File: config.mk
export PLATFORM = sky130hd
export DESIGN_NAME = dac_serial_receiver
export DESIGN_NICKNAME = d
export VERILOG_FILES = /design/src/rtl/dac_serial_receiver.sv
export SDC_FILE = /design/constraint.sdc
export NUM_CORES = 1
export LEC_CHECK = 0
export ABC_AREA = 1
export CORE_MARGIN = 4
export CORE_UTILIZATION = 50
export CTS_CLUSTER_SIZE = 20
export DETAILED_ROUTE_END_ITERATION = 8
export GPL_TIMING_DRIVEN = 0
export PLACE_DENSITY = 0.87
export SYNTH_ARGS = -nofsm -noshare
export SYNTH_HDL_FRONTEND = slang
export SYNTH_SLANG_ARGS = --single-unit
File: constraint.sdc
create_clock -name clk -period 2.39 [get_ports clk]
set_input_delay 0.3585 -clock clk [delete_from_list [all_inputs] [get_ports clk]]
set_output_delay 0.3585 -clock clk [all_outputs]
set_load 0.01 [all_outputs]
File: src/rtl/dac_serial_receiver.sv
`default_nettype none
// ============================================================================
//  Module      : dac_serial_receiver
//  Description : Oversampling receiver for the three-wire DAC load interface
//                (serial clock, serial data, active-low chip select). Frames
//                are reassembled MSB first into a parallel word, validated by
//                bit count, and tallied in good-frame and error counters.
//  Revision    : 1.0 - initial release
// ============================================================================
module dac_serial_receiver #(
    parameter int DATA_WIDTH = 8,
    parameter int FCNT_WIDTH = 16
) (
    input  logic                  clk,
    input  logic                  rst_n,
    input  logic                  dac_clk,
    input  logic                  dac_din,
    input  logic                  dac_cs,
    output logic [DATA_WIDTH-1:0] data_out,
    output logic                  data_valid,
    output logic                  frame_err,
    output logic                  busy,
    output logic [FCNT_WIDTH-1:0] frame_count,
    output logic [7:0]            err_count
);

    // Bit counter must hold DATA_WIDTH+1, its saturation value.
    localparam int              CNT_W    = $clog2(DATA_WIDTH + 2);
    localparam logic [CNT_W-1:0] CNT_FULL = CNT_W'(DATA_WIDTH);
    localparam logic [CNT_W-1:0] CNT_MAX  = CNT_W'(DATA_WIDTH + 1);

    typedef enum logic [1:0] {
        IDLE = 2'd0,
        ARM  = 2'd1,
        RECV = 2'd2
    } state_t;

    // Per-pin pipeline: [0] = s1, [1] = s2, [2] = s3 (history).
    logic [2:0] clk_sync;
    logic [2:0] din_sync;
    logic [2:0] cs_sync;

    logic clk_rise;
    logic cs_fall;
    logic cs_rise;
    logic cs_low;
    logic din_s;

    state_t state;
    state_t state_next;
    logic   start_frame;
    logic   shift_en;
    logic   eval_frame;

    logic [DATA_WIDTH-1:0] shift_reg;
    logic [CNT_W-1:0]      bit_cnt;

    // Two-stage synchronizer plus one history stage for edge decode.
    always_ff @(posedge clk or negedge rst_n) begin
        if (!rst_n) begin
            clk_sync <= '0;
            din_sync <= '0;
            cs_sync  <= '0;
        end else begin
            clk_sync <= {clk_sync[1:0], dac_clk};
            din_sync <= {din_sync[1:0], dac_din};
            cs_sync  <= {cs_sync[1:0],  dac_cs};
        end
    end

    assign clk_rise = clk_sync[1] & ~clk_sync[2];
    assign cs_fall  = ~cs_sync[1] &  cs_sync[2];
    assign cs_rise  =  cs_sync[1] & ~cs_sync[2];
    assign cs_low   = ~cs_sync[1];
    assign din_s    = din_sync[1];

    // Frame state register.
    always_ff @(posedge clk or negedge rst_n) begin
        if (!rst_n) begin
            state <= IDLE;
        end else begin
            state <= state_next;
        end
    end

    // Next-state and datapath strobes. A low cs seen in IDLE without a
    // falling edge means we joined a frame midway (e.g. after reset), so
    // that partial frame is skipped in ARM. cs rise takes priority over a
    // coincident clock rise, so that bit is never counted.
    always_comb begin
        state_next  = state;
        start_frame = 1'b0;
        shift_en    = 1'b0;
        eval_frame  = 1'b0;
        case (state)
            IDLE: begin
                if (cs_fall) begin
                    state_next  = RECV;
                    start_frame = 1'b1;
                end else if (cs_low) begin
                    state_next = ARM;
                end
            end
            ARM: begin
                if (cs_rise) begin
                    state_next = IDLE;
                end
            end
            RECV: begin
                if (cs_rise) begin
                    state_next = IDLE;
                    eval_frame = 1'b1;
                end else if (clk_rise && cs_low) begin
                    shift_en = 1'b1;
                end
            end
            default: begin
                state_next = IDLE;
            end
        endcase
    end

    // Shift register and bit counter; a clock rise coincident with the
    // cs fall is captured as the first bit of the fresh frame.
    always_ff @(posedge clk or negedge rst_n) begin
        if (!rst_n) begin
            shift_reg <= '0;
            bit_cnt   <= '0;
        end else if (start_frame) begin
            shift_reg <= {{(DATA_WIDTH-1){1'b0}}, din_s & clk_rise};
            bit_cnt   <= clk_rise ? CNT_W'(1) : '0;
        end else if (shift_en) begin
            shift_reg <= {shift_reg[DATA_WIDTH-2:0], din_s};
            if (bit_cnt != CNT_MAX) begin
                bit_cnt <= bit_cnt + CNT_W'(1);
            end
        end
    end

    // Frame evaluation: publish good words, count good and bad frames.
    always_ff @(posedge clk or negedge rst_n) begin
        if (!rst_n) begin
            data_out    <= '0;
            data_valid  <= 1'b0;
            frame_err   <= 1'b0;
            frame_count <= '0;
            err_count   <= '0;
        end else begin
            data_valid <= 1'b0;
            frame_err  <= 1'b0;
            if (eval_frame) begin
                if (bit_cnt == CNT_FULL) begin
                    data_out    <= shift_reg;
                    data_valid  <= 1'b1;
                    frame_count <= frame_count + FCNT_WIDTH'(1);
                end else begin
                    frame_err <= 1'b1;
                    if (err_count != 8'hFF) begin
                        err_count <= err_count + 8'd1;
                    end
                end
            end
        end
    end

    assign busy = (state == RECV);

endmodule
`default_nettype wire

==> run_1/metal_density.png <==
Scale bar: 20 um. 16 x 16 tiles, from black (low) to pale yellow (high), scaled to the fullest tile. Values are wire area over tile area, all layers added.
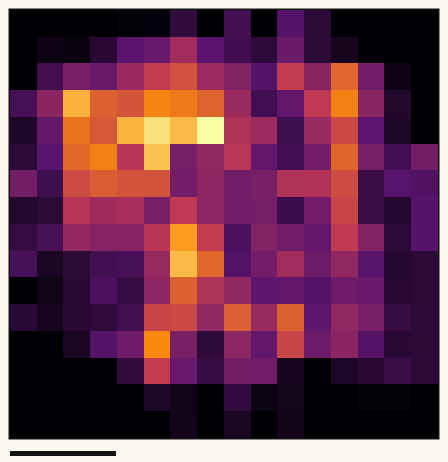
nearly empty tiles = 20%
mean over tiles = 0.13
fullest tile = 0.49
Detailed Route WL: 5.20 mm
Avg WL per Cell: 12.5 um
GRT Util Overall: 18.1%

==> run_1/placement.png <==
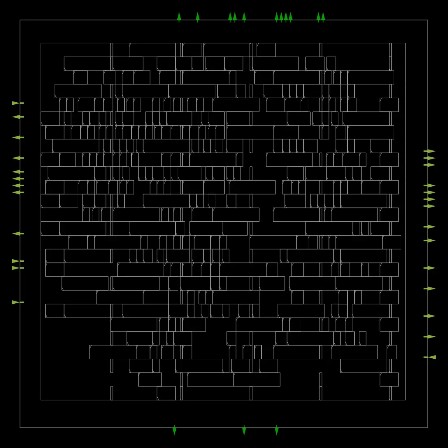
Finished Layout Cells: 417
Rows: 26
Core ar.: 5110 um2
Seq/total area: 43.4%
tap cells: 70

==> changes_impl.md, run 1 <==
## Flow update

- Status: finished, final reports clean
- Cell area after synthesis: roughly 2600 um2
- Top routing layer in use: met4
- Post-synth top area share: a little over half
- Root buf cell: clkbuf_8
- Clk slew on worst S/H paths: 0.10 ns
- Vias in the first global route: 2064
- First-pass GRT wire length: between 9 and 10 mm
- Chip area: between 6000 and 7000 um2
- Ports: ~40
- CP Class: flop to output port
- Combinational share of power: between 10% and 20%
- Largest register FFs: 16
- Period Utilization, post-route: 79.4%
- Maximum vdd drop: 360 uV
- Clock net sink count: between 50 and 60
- Final ANT Viol Nets: 0
- Dominant cell type by area after synthesis: dfrtp_1
- GPL Wtd Cong: approximately 0.85
- HP Class: primary input to asynchronous set/reset pin
- Clock group: between 0.0005 and 0.0006 W
- Most frequent cells in the layout: nand2_1, dfrtp_1, inv_1
- Worst path required time: roughly 2.0 ns
- Die extent in y: around 81 um
- Area Overhead vs Synth: 22.1%
- Critical path endpoint: busy
- Hold buffers post-CTS: 0
- Met3 wire len: between 200 and 250 um
- Complex Gates by Area: 6.67%
- Residual DRC: 0
- CTS Buffer Depth: 2
- PortBufs: 39
- Flop pwr share: 54.6%
- Fraction of registers with async set/reset: 100%
- Dominant register cell: dfrtp_1
- Worst Skew: between 0.01 and 0.015 ns
- R2R Setup Slk: between 0.8 and 0.9 ns
- Top-count cell post-synth: nand2_1
- Antenna violations before repair: 0
- Max-cap violations: 0
- Adder Share, Synth: around 3.3%
- RSZ-0062 raised after global routing: false
- Switching share of total power: between 20% and 30%
- Endpoints failing setup: 0
- Most numerous logic cell after layout: nand2_1
- Leakage: between 1.5 and 2 nW
- Met2 Use GR: between 30% and 40%
- CP Launch Type: flop
- Psw: 0.000560 W
- Main logic family: simple AND/OR/NAND/NOR gates
- Power per cell area: 605 nW/um2
- Arrival @ worst endpoint: approximately 1.5 ns
- Basic Gates by Area: 24.7%
- CTS Buf Count: 5
- Pre-antenna DRT Iters: 4
- Ys flops: ~56
- Post-CTS sizing: 0
- Init Core Util: about half
- Count of tool warnings: 29
- Unique cell types: 25
- Ys Warns: 0
- Path depth of the worst reg2reg path: 8
- Crit. End Element: output port
- CP Launch Point: state[0]$_DFFE_PN0P_
- Inserted Diodes: 0
- Crit-path cells: inv_1 > ha_1 > clkdlybuf4s50_1
- Mapped Cells: between 200 and 300
- Dpl hpwl: roughly 3.8 mm
- Gr busiest metal: met2
- CTS tree: done
- Layout cells sized above 1: approximately 8%
- Clock power share: approximately 27%
- Yosys chip area: between 2000 and 3000 um2
- Number of enable flip-flop cells: 0
- Max-slew headroom: approximately 59%
- Fin crit period: ~1.9 ns
- Met1 GRT Util: a little under a quarter
- Top cells by count, synth: nand2_1, dfrtp_1, inv_1
- Final Hold Violation Tally: 0
- Comb power: around 0.00035 W
- Cell area leaders: dfrtp_1, nand2_1, inv_1, nand3_1, ha_1
- Via Count: about 2100
- Avg Inst Size Synth: just under 9 um2
- R2R Path Start: state[0]$_DFFE_PN0P_
- Max FO, Critical Path: 3
- Htree depth: 2
==> run_1/flops_by_reg.png <==
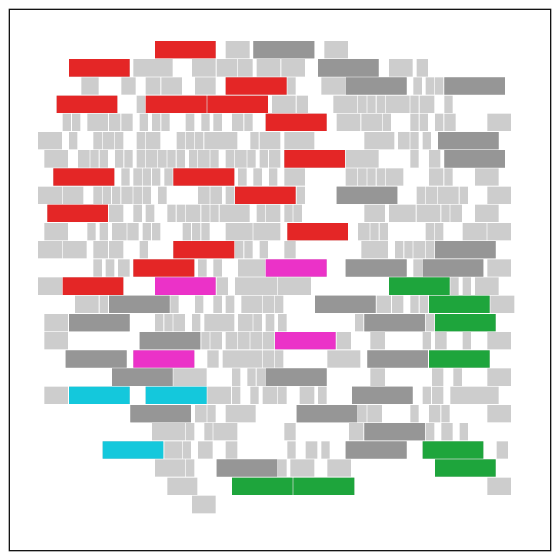
green -> data_out  # placed flops 8
red -> frame_count  # placed flops 16
magenta -> bit_cnt  # placed flops 4, where middle
cyan -> cs_sync  # placed flops 3
not coloured = 25
Util after Layout: 63.3%
sequential group power: 0.00107 W
flip-flop and latch area: 1400 um2

run 1: worst max-delay path, delay by kind of cell (launching register included):
family     cells  cell delay (ns)
fa+ha+maj      1             0.22
buf+inv        2             0.65
flops          1             0.37
run 1: area by class of cell:
class	count	area, um2
Buffer	4	32.5
Clock buffer	6	82.6
Clock inverter	2	10.0
Fill cell	454	1880
Inverter	48	180
Multi-Input combinational cell	191	1030
Sequential cell	56	1400
Tap cell	70	87.6
Timing Repair Buffer	40	405
run 1: stage by stage:
stage	setup TNS, ns	hold slack (ns)	std cells	utilization, %	setup WS, ns
finish	0	0.0536	417	63.3	0.492
detailed placement	0	0.337	409	61.4	0.812
CTS	0	0.0660	417	63.3	0.467
global route	0	0.0959	417	63.3	0.399
floorplan	0	0.0629	299	-	0.970
global placement	-37.79	0.332	408	61.1	-0.677
==> inputs of run 2 (changes only) <==
--- a/config.mk
+++ b/config.mk
@@ -7,7 +7,7 @@
 export LEC_CHECK = 0
 export ABC_AREA = 1
 export CORE_MARGIN = 4
-export CORE_UTILIZATION = 50
+export CORE_UTILIZATION = 48
 export CTS_CLUSTER_SIZE = 20
 export DETAILED_ROUTE_END_ITERATION = 8
 export GPL_TIMING_DRIVEN = 0
==> constraint.sdc (replaced) <==
create_clock -name clk -period 1.7 [get_ports clk]
set_input_delay 0.255 -clock clk [delete_from_list [all_inputs] [get_ports clk]]
set_output_delay 0.255 -clock clk [all_outputs]
set_load 0.01 [all_outputs]
==> changes_impl.md, run 2 <==
## Flow update

- Area Overhead vs Synth: 23.6%
- Largest cell class: sequential cells
- Post-synth top area share: 53.0%
- Setup ws final: a little under 0.06 ns
- Worst path required time: ~1.4 ns
- Crit. End Element: output port
- R2R Setup Slk: approximately 0.09 ns
- Via Count: between 2000 and 2500
- Unique cell types: 25
- CTS Buf Count: 5
- Multi-input combinational area share: roughly a third
- Chip area: 6760 um2
- R2R Path Start: bit_cnt[0]$_DFFE_PN0P_
- Fin crit period: about 1.6 ns
- Complex Gates by Area: 6.67%
- Non-clk bufs: 48
- Buf/Inv on CP: 1
- CP Launch Point: frame_count[10]$_DFFE_PN0P_
- Rows: 26
- Util after Layout: between 60% and 70%
- Cell area leaders: dfrtp_1, nand2_1, inv_1, nand3_1, ha_1
- CLK BUF: 5
- CTS tree: done
- Leakage: about 1.5 nW
- Power per cell area: around 850 nW/um2
- Antenna violations before repair: 0
- Crit-path cells: clkdlybuf4s50_1
- Clk slew on worst S/H paths: roughly 0.10 ns
- Final Hold Violation Tally: 0
- Final ANT Viol Nets: 0
- Dpl hpwl: around 4.0 mm
- CTS Buffer Depth: 2
- Count of tool warnings: 29
- Pre-antenna DRT Iters: 4
- Ys Warns: 0
- GRT Util Overall: 17.9%
- Post-synthesis sequential area ratio: 53.0%
- Top cells by count, synth: nand2_1, dfrtp_1, inv_1
- Flip-flop and latch area: around 1400 um2
- Most numerous logic cell after layout: nand2_1
- Fin Setup TNS: 0 ns
- Worst Skew: ~0.014 ns
- Avg WL per Cell: 12.8 um
- Comb gates: 191
- Tap cells: approximately 70
- Fraction of registers with async set/reset: 100%
- Post-CTS Setup Inserts: 0
- Clock network area share: under 10%
- Max-cap violations: 0
- Vias in the first global route: 2278
- PortBufs: 39
- Non-Clock Inverter Count: 48
- Maximum vdd drop: about 560 uV
- Yosys chip area: between 2000 and 3000 um2
- Layout fillers: 447
- Init Core Util: 50.5%
- Inserted Diodes: 0
- NonClk Buf Share: approximately 14%
- Hold slack final: around 0.35 ns
- CP Launch Type: flop
- Ports: 40
- GPL Wtd Cong: ~0.83
- First-pass GRT wire length: between 9 and 10 mm
- Most frequent cells in the layout: nand2_1, dfrtp_1, inv_1
- Adder Share, Synth: approximately 3.3%
- Arrival @ worst endpoint: roughly 1.4 ns
- Max-slew headroom: between 50% and 60%
- Residual DRC: 0
- Ys flops: 56
- Basic Gates by Area: 24.7%
- Endpoints failing setup: 0
- Post-CTS sizing: 1
- Post-place setup slack: around 0.14 ns
- Crit. path cell count: 1
- CP top delay family: buffers and inverters
- Mapped Cells: between 200 and 300
- Sequential cells: around 56
- Status: finished, final reports clean
- Htree depth: 2
- Avg Inst Size Synth: between 8 and 9 um2
- Critical path endpoint: frame_count[10]
- Number of enable flip-flop cells: 0
- Path depth of the worst reg2reg path: 8
- Dominant cell type by area after synthesis: dfrtp_1
- Root buf cell: clkbuf_8
- Dominant register cell: dfrtp_1
- Clock net sink count: about 56
- Die extent in y: 82.2 um
## run 2: cell types whose count changed in the layout (fill, tap and decap cells not counted)
cell             before  now
ha_2                  0    1
clkinv_2              2    0
clkinv_4              0    2
nor2_1               17   16
inv_6                 0    1
clkbuf_8              6    5
dlygate4sd3_1         0    1
ha_1                  7    6
clkdlybuf4s50_1      38   37
buf_4                 0    3
nor2_2                0    1
dlygate4sd2_1         0    1
## run 2: layer usage
layer	vias to the layer above	part of all wire [%]	track usage [%]
met5	-	0	0
met4	0	1.1	4.98
met3	9	4.7	4.12
met2	61	51	32.1
met1	1037	43	21.3
li1	1051	-	-
## run 2: power breakdown
group / leakage, nW / switching [W] / internal [W]
Clock: 0.0487 / 0.000453 / 0.000301
Combinational: 0.729 / 0.000291 / 0.000228
Sequential: 0.755 / 0.0000848 / 0.00142
==> run_2/placement.png <==
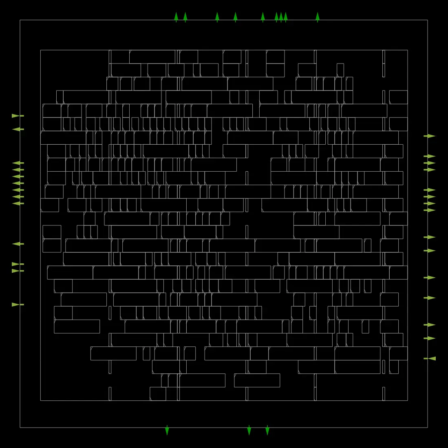
Core ar.: 5240 um2
Seq/total area: 42.9%

==> run_2/detail.png <==
Scale bar: 20 um. Region (0, 0) to (50, 50) um. Cells in grey, sequential cells in the stronger grey; small squares are vias.
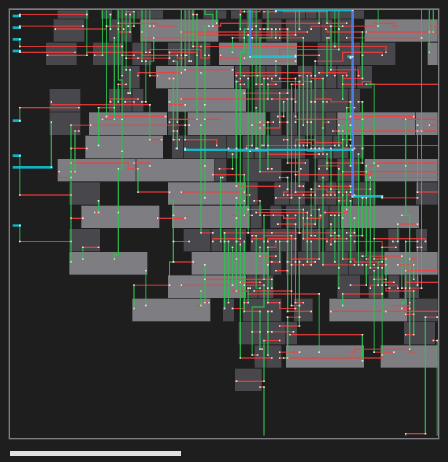
blue -> metal 4
cyan -> metal 3
green -> metal 2
red -> metal 1
most frequent = dfrtp_1 (24), inv_1 (19), nand2_1 (19)
cells with their middle in the window = 123
netlist names of flops here include = frame_count (6), bit_cnt (4), clk_sync (3)
sequential cells in the window = 24

Power and IR drop assume default switching activity.
